--- config.mk ---
export PLATFORM = sky130hd
export DESIGN_NAME = divisor_freq_prog
export DESIGN_NICKNAME = d
export VERILOG_FILES = /design/src/rtl/divisor_freq_prog.sv
export SDC_FILE = /design/constraint.sdc
export NUM_CORES = 1
export LEC_CHECK = 0
export CORE_UTILIZATION = 54
export CTS_CLUSTER_SIZE = 25
export DETAILED_ROUTE_END_ITERATION = 10
export GPL_TIMING_DRIVEN = 0
export PLACE_DENSITY = 0.8
export SLEW_MARGIN = 20
export SYNTH_ARGS = -nofsm -noshare
export SYNTH_HDL_FRONTEND = slang
export SYNTH_SLANG_ARGS = --single-unit
--- constraint.sdc ---
create_clock -name f_in -period 3.9 [get_ports f_in]
set_input_delay 0.585 -clock f_in [delete_from_list [all_inputs] [get_ports f_in]]
set_output_delay 0.585 -clock f_in [all_outputs]
set_load 0.01 [all_outputs]
--- src/rtl/divisor_freq_prog.sv ---
// -----------------------------------------------------------------------------
// divisor_freq_prog
//
// Programmable frequency divider. A free-running counter wraps each time it
// reaches the active divisor. That wrap is the "terminal event", so one output
// period is div_cur+1 enabled cycles. The output is either a one-cycle pulse
// after each terminal event, or a 50% square wave that toggles on each one.
//
// New divisors are loaded into a pending register. A pending value becomes
// active on the next terminal event, or on the next edge while counting is
// disabled. The divider never switches divisor in the middle of a period.
//
// Configuration macro:
//   DIVISOR_SQUARE_EN - when defined, mode=1 selects square output. When
//                       undefined, mode is ignored and f_out is always pulse.
//
// Ports:
//   f_in       in   divider clock; all logic on its rising edge
//   rst        in   asynchronous, active-high reset
//   en         in   count enable
//   load       in   divisor load request, sampled every cycle
//   div_in     in   divisor value captured when load=1
//   mode       in   0 = pulse output, 1 = square output (macro permitting)
//   f_out      out  registered divided output
//   load_ack   out  one-cycle pulse when a pending divisor becomes active
//   div_cur    out  currently active divisor
//   tick_count out  16-bit count of terminal events, wraps at 16'hFFFF
// -----------------------------------------------------------------------------
module divisor_freq_prog #(
    parameter int               WIDTH       = 26,
    parameter logic [WIDTH-1:0] DEFAULT_DIV = 26'd10
) (
    input  logic             f_in,
    input  logic             rst,
    input  logic             en,
    input  logic             load,
    input  logic [WIDTH-1:0] div_in,
    input  logic             mode,
    output logic             f_out,
    output logic             load_ack,
    output logic [WIDTH-1:0] div_cur,
    output logic [15:0]      tick_count
);

    logic [WIDTH-1:0] count_q,      count_d;
    logic [WIDTH-1:0] div_cur_q,    div_cur_d;
    logic [WIDTH-1:0] pend_q,       pend_d;
    logic             pend_valid_q, pend_valid_d;
    logic             f_out_q,      f_out_d;
    logic             load_ack_q,   load_ack_d;
    logic [15:0]      tick_q,       tick_d;

    logic             terminal;
    logic             apply;

`ifndef DIVISOR_SQUARE_EN
    // mode is part of the interface in every build but has no effect here.
    logic unused_mode;
    assign unused_mode = mode;
`endif

    always_comb begin
        // NOTE: every signal written here gets a default first, so no path
        // leaves one unassigned and no latch is inferred.
        terminal = en && (count_q >= div_cur_q);

        // Only a value that was already pending when this cycle began can be
        // applied. A load that arrives in the same cycle waits for the next
        // opportunity.
        apply = pend_valid_q && (terminal || !en);

        count_d = count_q;
        if (en) begin
            count_d = terminal ? '0 : count_q + WIDTH'(1);
        end

`ifdef DIVISOR_SQUARE_EN
        f_out_d = mode ? (f_out_q ^ terminal) : terminal;
`else
        f_out_d = terminal;
`endif

        div_cur_d    = apply ? pend_q : div_cur_q;
        // The pending register can be written while it is being applied.
        // apply reads pend_q, so the new value simply re-arms pending.
        pend_d       = load ? div_in : pend_q;
        pend_valid_d = load | (pend_valid_q & ~apply);
        load_ack_d   = apply;
        tick_d       = terminal ? tick_q + 16'd1 : tick_q;
    end

    // NOTE: every register, including the pending divisor, has a reset value.
    // A reset therefore also discards a load that has not been applied yet.
    always_ff @(posedge f_in or posedge rst) begin
        if (rst) begin
            count_q      <= '0;
            div_cur_q    <= DEFAULT_DIV;
            pend_q       <= '0;
            pend_valid_q <= 1'b0;
            f_out_q      <= 1'b0;
            load_ack_q   <= 1'b0;
            tick_q       <= '0;
        end else begin
            // NOTE: non-blocking assignments, so each register sees the
            // value its neighbours had before this edge.
            count_q      <= count_d;
            div_cur_q    <= div_cur_d;
            pend_q       <= pend_d;
            pend_valid_q <= pend_valid_d;
            f_out_q      <= f_out_d;
            load_ack_q   <= load_ack_d;
            tick_q       <= tick_d;
        end
    end

    assign f_out      = f_out_q;
    assign load_ack   = load_ack_q;
    assign div_cur    = div_cur_q;
    assign tick_count = tick_q;

endmodule

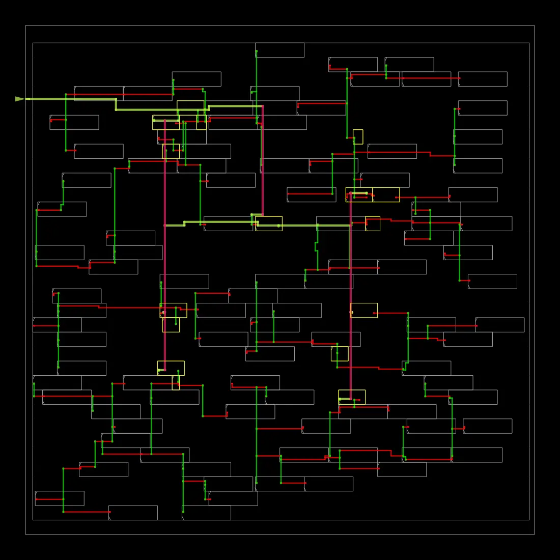
clock_nets.png
Insertion Delay late pin: 360 ps
clock tree buffer count of the final layout: 10
Setup Skew: 14.8 ps
number of flip-flops and latches: 97

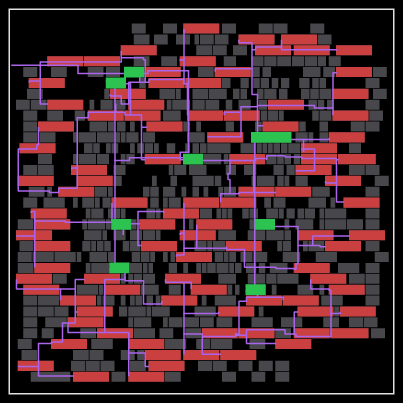
clock_wires.png
Scale: 4 px per um.
legend:
  flip-flops:
    color: red
    count: 97
  clock wires:
    color: purple
    length: 1,100 um
  clock-net drivers:
    color: green
    count: 9
flops lie: spread over the die
routed clock nets: 10
Clock net power: 0.000589 W
fraction of power consumed by the clock network: 24.3%

==> summary.txt <==
The implementation run finished. Number of nets with antenna violations after routing landed at 0. Entering global routing, the biggest net connects approximately 61 pins. The final route contains between 3,000 and 4,000 vias. Total DRC errors in the routed layout landed at 0. Reported leakage power landed at between 2 and 3 nW. Clock slew at the register clock pins of the worst setup and hold paths landed at roughly 100 ps.

Number of standard-cell rows in the floorplan landed at 33. The synthesized design contains 0 enable-type register cells. Die outline area landed at a little over 0.009 sq mm. Setup repair after global routing left no endpoint under its margin.

The tightest min-delay check is of the register to register type. The script logs the mean routed wire length per placed instance as between 10 and 15 um. Depth of the worst hold-timing path landed at 1. Number of max-cap violations landed at 0. The most common logic cell in the final layout is sky130_fd_sc_hd__dfrtp_1. CTS H-tree depth landed at 3.

Post-synthesis chip area from yosys landed at 0.00475 sq mm. In this run the deepest clock path goes through 2 buffers. Detailed placement ended at an HPWL of between 6 and 7 mm. The clock drives slightly below 100 sinks.

The synth_stat.txt file lists the number of cells as between 400 and 500. The tree is rooted in a sky130_fd_sc_hd__clkbuf_8. Sequential cell area fraction in the yosys report landed at ~51%.

Remaining global-route overflow landed at 0. For this block, the initial DRC count from the detailed router was 108. Number of CTS-inserted buffers landed at 9. Required time at the endpoint of the critical path landed at 4140 ps.

Quantity of gates resized following cts landed at 0. Setup slack of the most critical reg-to-reg path landed at around 970 ps. The launch point of the worst register-to-register path is recorded as div_cur[3]. Post-synthesis cell count landed at between 400 and 500. Per the post-synthesis report, the nets total between 400 and 500. Dividing the final minimum period by the clock period gives about three quarters. Sorting the Yosys area breakdown by cell type puts at the top sky130_fd_sc_hd__dfrtp_1. Global-route wire length before repair landed at between 15 and 20 mm.

For this run, the post-layout net count is around 550. TritonCTS built the clock tree. The initial antenna violation count came to 0. Total power for the finished layout comes to 0.00243 W. The flow ran to the end, and the final reports show no timing, DRC or antenna violations. Sum of routed wire length over all layers landed at around 8.7 mm. In the layout the commonest cells are sky130_fd_sc_hd__dfrtp_1 (95), sky130_fd_sc_hd__clkdlybuf4s50_1 (72), sky130_fd_sc_hd__mux2_2 (34). The via count of the first global-routing pass was around 3,300. STA classifies the critical path startpoint as a register. Proportion of register bits with asynchronous set or reset after synthesis landed at 100%. Slack of the critical path landed at roughly 970 ps. Setup slack after placement landed at around 970 ps.
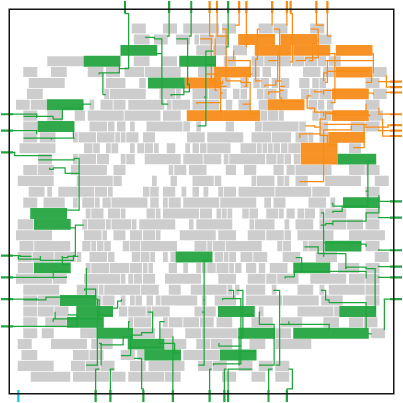
port_trees.png
Scale: 4 px per um.
legend:
  tick_count:
    color: orange
    direction: output
    end_cells: 16
    buffers: 16
    wire: 465 um
  div_cur:
    color: green
    direction: output
    end_cells: 26
    buffers: 26
    wire: 861 um
  mode:
    color: cyan
    direction: input
    end_cells: 0
    buffers: 0
IO Pins: 75
count of buffers inserted at the top-level ports: 72

## Yosys cell counts (all sizes together), types with 2 or more instances
master    n
dfstp     2
xor2     16
and4      2
o21bai    2
or3       2
mux2     54
a21o      4
nand2    17
inv      33
o2bb2ai   2
nand3    16
xnor2    20
nand4    14
nor3      4
a21oi    15
and2      4
o21ai     5
ha       28
and3     12
nor2     30
nor4      2
dfrtp    95
clkbuf    5
buf       7
## power breakdown
group / switching, W / internal, W
Combinational: 0.000251 / 0.000341
Sequential: 0.000118 / 0.00113
Clock: 0.000353 / 0.000236
## critical path, stage by stage, from the launching register on
cell and delay, ps:
sky130_fd_sc_hd__dfstp_2 560, sky130_fd_sc_hd__inv_1 40, sky130_fd_sc_hd__ha_1 300, sky130_fd_sc_hd__a21o_1 180, sky130_fd_sc_hd__a21oi_1 140, sky130_fd_sc_hd__o221ai_1 150, sky130_fd_sc_hd__a2111o_2 550, sky130_fd_sc_hd__o21ai_4 380
sky130_fd_sc_hd__buf_8 220, sky130_fd_sc_hd__mux2_4 310
## kinds of logic after synthesis
logic type               after synthesis  share of synthesized area (%)
AND/OR/NAND/NOR                      109                           11.7
buffers and inverters                 45                           4.16
flip-flops                            97                           51.2
adder cells (fa/ha/maj)               28                           7.38
multiplexers                          54                           14.3
AND-OR/OR-AND                         33                           4.67
XOR/XNOR                              36                           6.64
## metrics by stage
step	area (sq um)	hold slack (ps)	std cells	setup TNS, ps	utilization (%)
final	5800	475	596	0	69.2
after global routing	5800	515	596	0	69.2
after CTS	5800	480	596	0	69.2
after detailed placement	5630	463	580	0	67.2
after global placement	5600	457	579	-57070	66.8
after floorplan	4750	477	402	0	-
## worst max-delay path by stage
stage                endpoint  cells after the start        from  slack (ps)
2_1_floorplan      count_q[0]                      1         rst         780
3_3_place_gp   tick_count[13]                      2         rst        -600
3_5_place_dp      div_cur[25]                      9  div_cur[3]         970
4_1_cts           div_cur[17]                      9  div_cur[3]         950
5_1_grt           div_cur[17]                      9  div_cur[3]         840
6_report          div_cur[16]                      9  div_cur[3]         970
## routing by layer
metal / track usage, % / wire length, um
met5: 0 / 0
met4: 7.09 / 157
met3: 3.40 / 308
met2: 37.0 / 4370
met1: 27.3 / 3860
## sequential cells by signal, indices dropped and copies added (netlist names)
register      flops
count_q          26
pend_q           26
f_out             1
load_ack          1
div_cur          26
pend_valid_q      1
tick_count       16
## cell type report
cell class                 count  area (sq um)  area share (%)
buffer                        12          73.8            1.27
clock buffer                  10           128            2.20
clock inverter                 6          43.8           0.755
sequential                    97          2430            41.9
inverter                      33           129            2.22
timing repair buffer          73           748            12.9
multi-input combinational    260          2120            36.5
tap                          105           131            2.26
No activity file was given, so power comes from the tool's default toggle rates.
